$ cat src/rtl/rot_pipe_pkg.sv
// Shared defaults and configuration checks for the rot_pipe slice.
package rot_pipe_pkg;

   localparam int ROT_N_DEF      = 64;
   localparam int ROT_LOG2_N_DEF = 6;
   localparam int ROT_TAG_W_DEF  = 4;

   function automatic bit rot_n_ok(input int n, input int log2_n);
      return n == (1 << log2_n);
   endfunction

endpackage

$ cat src/rtl/rot_pipe_rot.sv
// Combinational barrel rotator: o = i rotated right (toward higher index) by k.
// Vectors are ascending, so index 0 is the MSB and k[0] carries weight N/2.
module rot #(
   parameter int N      = rot_pipe_pkg::ROT_N_DEF,
   parameter int log2_N = rot_pipe_pkg::ROT_LOG2_N_DEF
) (
   input  logic [0:N-1]      i,
   input  logic [0:log2_N-1] k,
   output logic [0:N-1]      o
);

   logic [0:N-1] stg [0:log2_N];

   assign stg[0] = i;

   for (genvar s = 0; s < log2_N; s++) begin : g_stage
      localparam int SH = N >> (s + 1);
      logic [0:N-1] rotated;
      // The low SH bits wrap around to the top.
      assign rotated    = {stg[s][N-SH +: SH], stg[s][0 +: N-SH]};
      assign stg[s + 1] = k[s] ? rotated : stg[s];
   end

   assign o = stg[log2_N];

endmodule

$ cat src/rtl/rot_pipe.sv
// Two-stage valid/ready wrapper around the rot barrel rotator (A: operands, B: result).
// Optional feature macro: ROT_PIPE_LEFT_EN adds s_dir for left rotation.
module rot_pipe
   import rot_pipe_pkg::*;
#(
   parameter int N      = ROT_N_DEF,
   parameter int LOG2_N = ROT_LOG2_N_DEF,
   parameter int TAG_W  = ROT_TAG_W_DEF
) (
   input  logic              clk,
   input  logic              rst_n,
   input  logic              s_valid,
   output logic              s_ready,
   input  logic [0:N-1]      s_bits,
   input  logic [0:LOG2_N-1] s_k,
`ifdef ROT_PIPE_LEFT_EN
   input  logic              s_dir,
`endif
   input  logic [TAG_W-1:0]  s_tag,
   output logic              m_valid,
   input  logic              m_ready,
   output logic [0:N-1]      m_bits,
   output logic [TAG_W-1:0]  m_tag,
   output logic [31:0]       ops_done
);

   if (!rot_n_ok(N, LOG2_N)) begin : g_bad_cfg
      $error("rot_pipe: N must equal 2**LOG2_N");
   end

   logic              a_valid_q, a_valid_d;
   logic [0:N-1]      a_bits_q, a_bits_d;
   logic [LOG2_N-1:0] a_k_q, a_k_d;
   logic [TAG_W-1:0]  a_tag_q, a_tag_d;
   logic              m_valid_q, m_valid_d;
   logic [0:N-1]      m_bits_q, m_bits_d;
   logic [TAG_W-1:0]  m_tag_q, m_tag_d;
   logic [31:0]       ops_done_q, ops_done_d;

   logic              b_adv, a_adv, s_fire, m_fire;
   logic [LOG2_N-1:0] rot_k;
   logic [0:N-1]      rot_o;

   assign b_adv   = !m_valid_q | m_ready;
   assign a_adv   = a_valid_q & b_adv;
   assign s_ready = !a_valid_q | b_adv;
   assign s_fire  = s_valid & s_ready;
   assign m_fire  = m_valid_q & m_ready;

`ifdef ROT_PIPE_LEFT_EN
   logic a_dir_q, a_dir_d;

   always_comb begin
      a_dir_d = s_fire ? s_dir : a_dir_q;
      // Left by k == right by (N - k) mod N; LOG2_N-bit wrap maps k=0 to 0.
      rot_k   = a_dir_q ? (LOG2_N'(0) - a_k_q) : a_k_q;
   end

   always_ff @(posedge clk or negedge rst_n) begin
      if (!rst_n) a_dir_q <= 1'b0;
      else        a_dir_q <= a_dir_d;
   end
`else
   assign rot_k = a_k_q;
`endif

   rot #(.N(N), .log2_N(LOG2_N)) u_rot (
      .i (a_bits_q),
      .k (rot_k),
      .o (rot_o)
   );

   always_comb begin
      a_valid_d  = a_valid_q;
      a_bits_d   = a_bits_q;
      a_k_d      = a_k_q;
      a_tag_d    = a_tag_q;
      m_valid_d  = m_valid_q;
      m_bits_d   = m_bits_q;
      m_tag_d    = m_tag_q;
      ops_done_d = ops_done_q + 32'(m_fire);

      if (s_fire) begin
         a_valid_d = 1'b1;
         a_bits_d  = s_bits;
         a_k_d     = s_k;
         a_tag_d   = s_tag;
      end else if (a_adv) begin
         a_valid_d = 1'b0;
      end

      if (a_adv) begin
         m_valid_d = 1'b1;
         m_bits_d  = rot_o;
         m_tag_d   = a_tag_q;
      end else if (m_ready) begin
         m_valid_d = 1'b0;
      end
   end

   always_ff @(posedge clk or negedge rst_n) begin
      if (!rst_n) begin
         a_valid_q  <= 1'b0;
         a_bits_q   <= '0;
         a_k_q      <= '0;
         a_tag_q    <= '0;
         m_valid_q  <= 1'b0;
         m_bits_q   <= '0;
         m_tag_q    <= '0;
         ops_done_q <= '0;
      end else begin
         a_valid_q  <= a_valid_d;
         a_bits_q   <= a_bits_d;
         a_k_q      <= a_k_d;
         a_tag_q    <= a_tag_d;
         m_valid_q  <= m_valid_d;
         m_bits_q   <= m_bits_d;
         m_tag_q    <= m_tag_d;
         ops_done_q <= ops_done_d;
      end
   end

   assign m_valid  = m_valid_q;
   assign m_bits   = m_bits_q;
   assign m_tag    = m_tag_q;
   assign ops_done = ops_done_q;

endmodule

$ cat config.mk
export PLATFORM = sky130hd
export DESIGN_NAME = rot_pipe
export DESIGN_NICKNAME = d
export VERILOG_FILES = /design/src/rtl/rot_pipe_pkg.sv /design/src/rtl/rot_pipe_rot.sv /design/src/rtl/rot_pipe.sv
export SDC_FILE = /design/constraint.sdc
export NUM_CORES = 1
export LEC_CHECK = 0
export CAP_MARGIN = 15
export CORE_MARGIN = 8
export CORE_UTILIZATION = 25
export CTS_CLUSTER_SIZE = 25
export DETAILED_ROUTE_END_ITERATION = 8
export HOLD_SLACK_MARGIN = 0.08
export PLACE_DENSITY = 0.53
export SYNTH_ARGS = -nofsm -noshare
export SYNTH_HDL_FRONTEND = slang
export SYNTH_SLANG_ARGS = --single-unit
$ cat constraint.sdc
create_clock -name clk -period 5.6 [get_ports clk]
set_input_delay 0.84 -clock clk [delete_from_list [all_inputs] [get_ports clk]]
set_output_delay 0.84 -clock clk [all_outputs]
set_load 0.02 [all_outputs]
==> CHANGELOG.md <==
## Flow update

- Status: complete, no violations
- Cell mode on critical path: mux4_2
- Largest cell class by area: multi-input combinational cells
- Capturing point of the worst reg2reg path: m_bits[1]
- Top cell type by total area after synthesis: dfrtp_1
- Pleak: approximately 5.4 nW
- Input/output buffers: 179
- Registers: 176
- Fp_density: 0.251
- # Cells Yosys: 793
- Switching Share: 0.389
- H-tree lvl count: 4
- Crit-path cells: mux4_2 -> mux4_2 -> mux2i_1 -> nor2_1 -> a221o_1
- Pre-CTS WS: between 2 and 2.5 ns
- Chip Area, Yosys: roughly 11000 sq um
- Slew HR: 0.313
- Post-synth EDFFs: 0
- Clock share of power: 0.212
- # fillers: 4264
- GR Overflow Total: 0
- Most frequent cells in the layout: 178 x clkdlybuf4s50_1, 172 x dfrtp_1, 117 x mux2_2
- Via density: 5.12
- DP HPWL: 27000 microns
- Number of logic gates: 548
- CP max stage delay: 1.12 ns
- CP Max Fanout: 65
- End point of the critical path: m_bits[1]
- Comb pwr share: 0.452
- Clock-cell share: 0.0460
- Yosys top cell by instances: dfrtp_1
- First-pass GRT wire length: 52200 microns
- Post-CTS Setup Inserts: 0
worst min-delay path by stage:
stage | start | cells after the start | endpoint | slack (ns)
after floorplan | a_tag_q[3] | 1 | m_tag[3] | 0.47
after global placement | ops_done[31] | 1 | ops_done[31] | 0.46
after detailed placement | ops_done[12] | 1 | ops_done[12] | 0.49
after CTS | rst_n | 1 | ops_done[15] | 0.37
after global routing | rst_n | 1 | ops_done[15] | 0.41
final | rst_n | 1 | ops_done[15] | 0.37
per-layer routing:
layer | global-route usage | routed length, microns
met1 | 0.196 | 16400
met2 | 0.201 | 15300
met3 | 0.0407 | 2040
met4 | 0.0365 | 534
met5 | 0 | 8
power by group through the flow:
stage	Combinational [W]	Clock, W	Sequential (W)
global placement	0.00274	0	0.00207
finish	0.00275	0.00129	0.00204
floorplan	0.00144	0	0.00213
CTS	0.00277	0.00133	0.00205
detailed placement	0.00276	0	0.00207
global route	0.00291	0.00138	0.00210
sequential cells by signal, indices dropped and copies added (netlist names):
name	count
m_valid	1
a_bits_q	64
ops_done	32
a_tag_q	4
a_k_q	6
m_bits	64
m_tag	4
a_valid_q	1
cell families (layout without fill, tap and decap cells):
| kind of cell | count (synthesis) | after routing | share of synthesized area |
|---|---|---|---|
| AOI/OAI and AO/OA | 74 | 74 | 0.0628 |
| muxes | 298 | 298 | 0.411 |
| and+or+nand+nor | 143 | 143 | 0.0611 |
| buffers and inverters | 69 | 225 | 0.0275 |
| xor gates and xnor gates | 30 | 30 | 0.0244 |
| adders and majority gates | 3 | 3 | 0.00349 |
| DFF | 176 | 176 | 0.410 |
worst max-delay path, delay by kind of cell (launching register included):
kind / cells / cell delay (ns)
AOI/OAI and AO/OA: 1 / 0.27
DFF: 1 / 1.12
muxes: 3 / 1.69
and+or+nand+nor: 1 / 0.11
Figure 1. Sequential cells coloured by netlist name.
Bar = 50 microns.
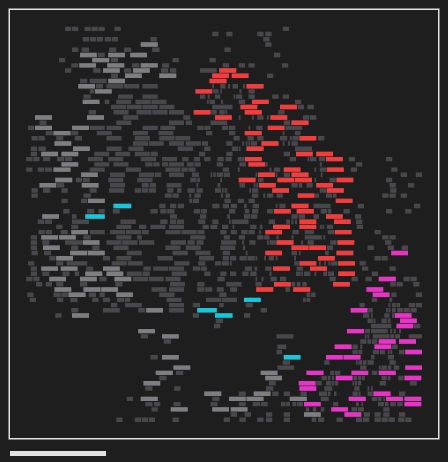
Magenta shows ops_done, flops 32, where south-east. Cyan shows a_k_q, flops 6. Red shows m_bits, flops 64.
Another 74 sequential cells are not coloured.
Util after Layout: 0.320
FF/Latch Area: 4410 sq um

Figure 2. Gate-type map.
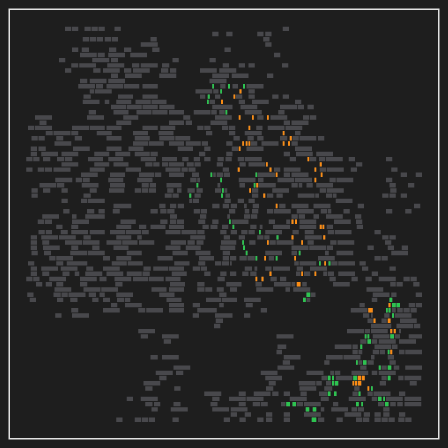
Green shows nand cells, cells 65. Orange shows nor cells, cells 58.
commonest non-fill, non-tap cell in the layout: clkdlybuf4s50_1
combinational share of cell area: 0.443
Finished Layout Cells: 1495

Figure 3. Routed metal, one colour a layer.
Bar = 50 microns. Two of the layers only.
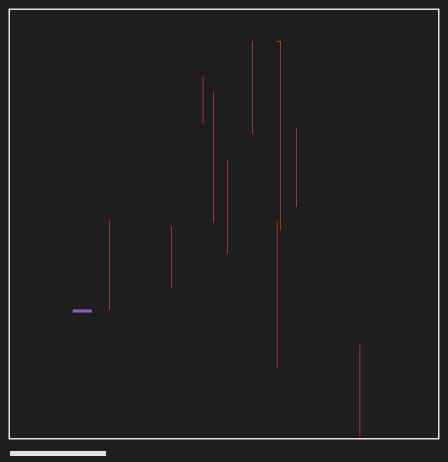
Purple shows metal 5, wire length 8.30 microns. Red shows metal 4, wire length 535 microns.
via count: 7661
Post-Route WL: 34200 microns
Global Route Usage Sum: 0.138
Routed wire per std cell: 22.9 microns

Figure 4. Track usage over the die.
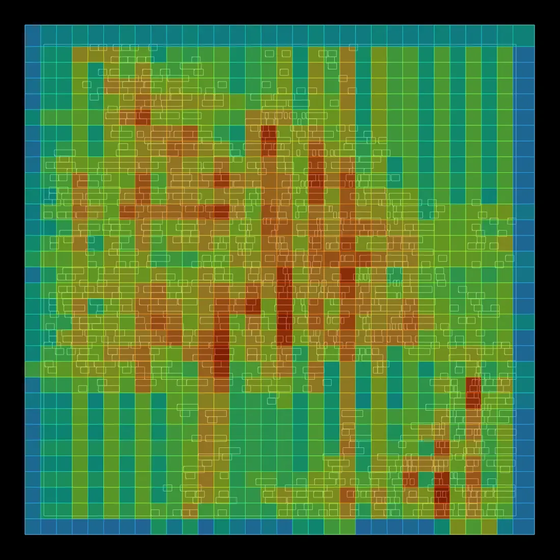
M2 GR Usage: 0.201
GR Util met3: 0.0407
grt met1 use: 0.196
GRT busiest layer: met2

Power figures rest on the tool's default switching activity, not on a simulated workload.
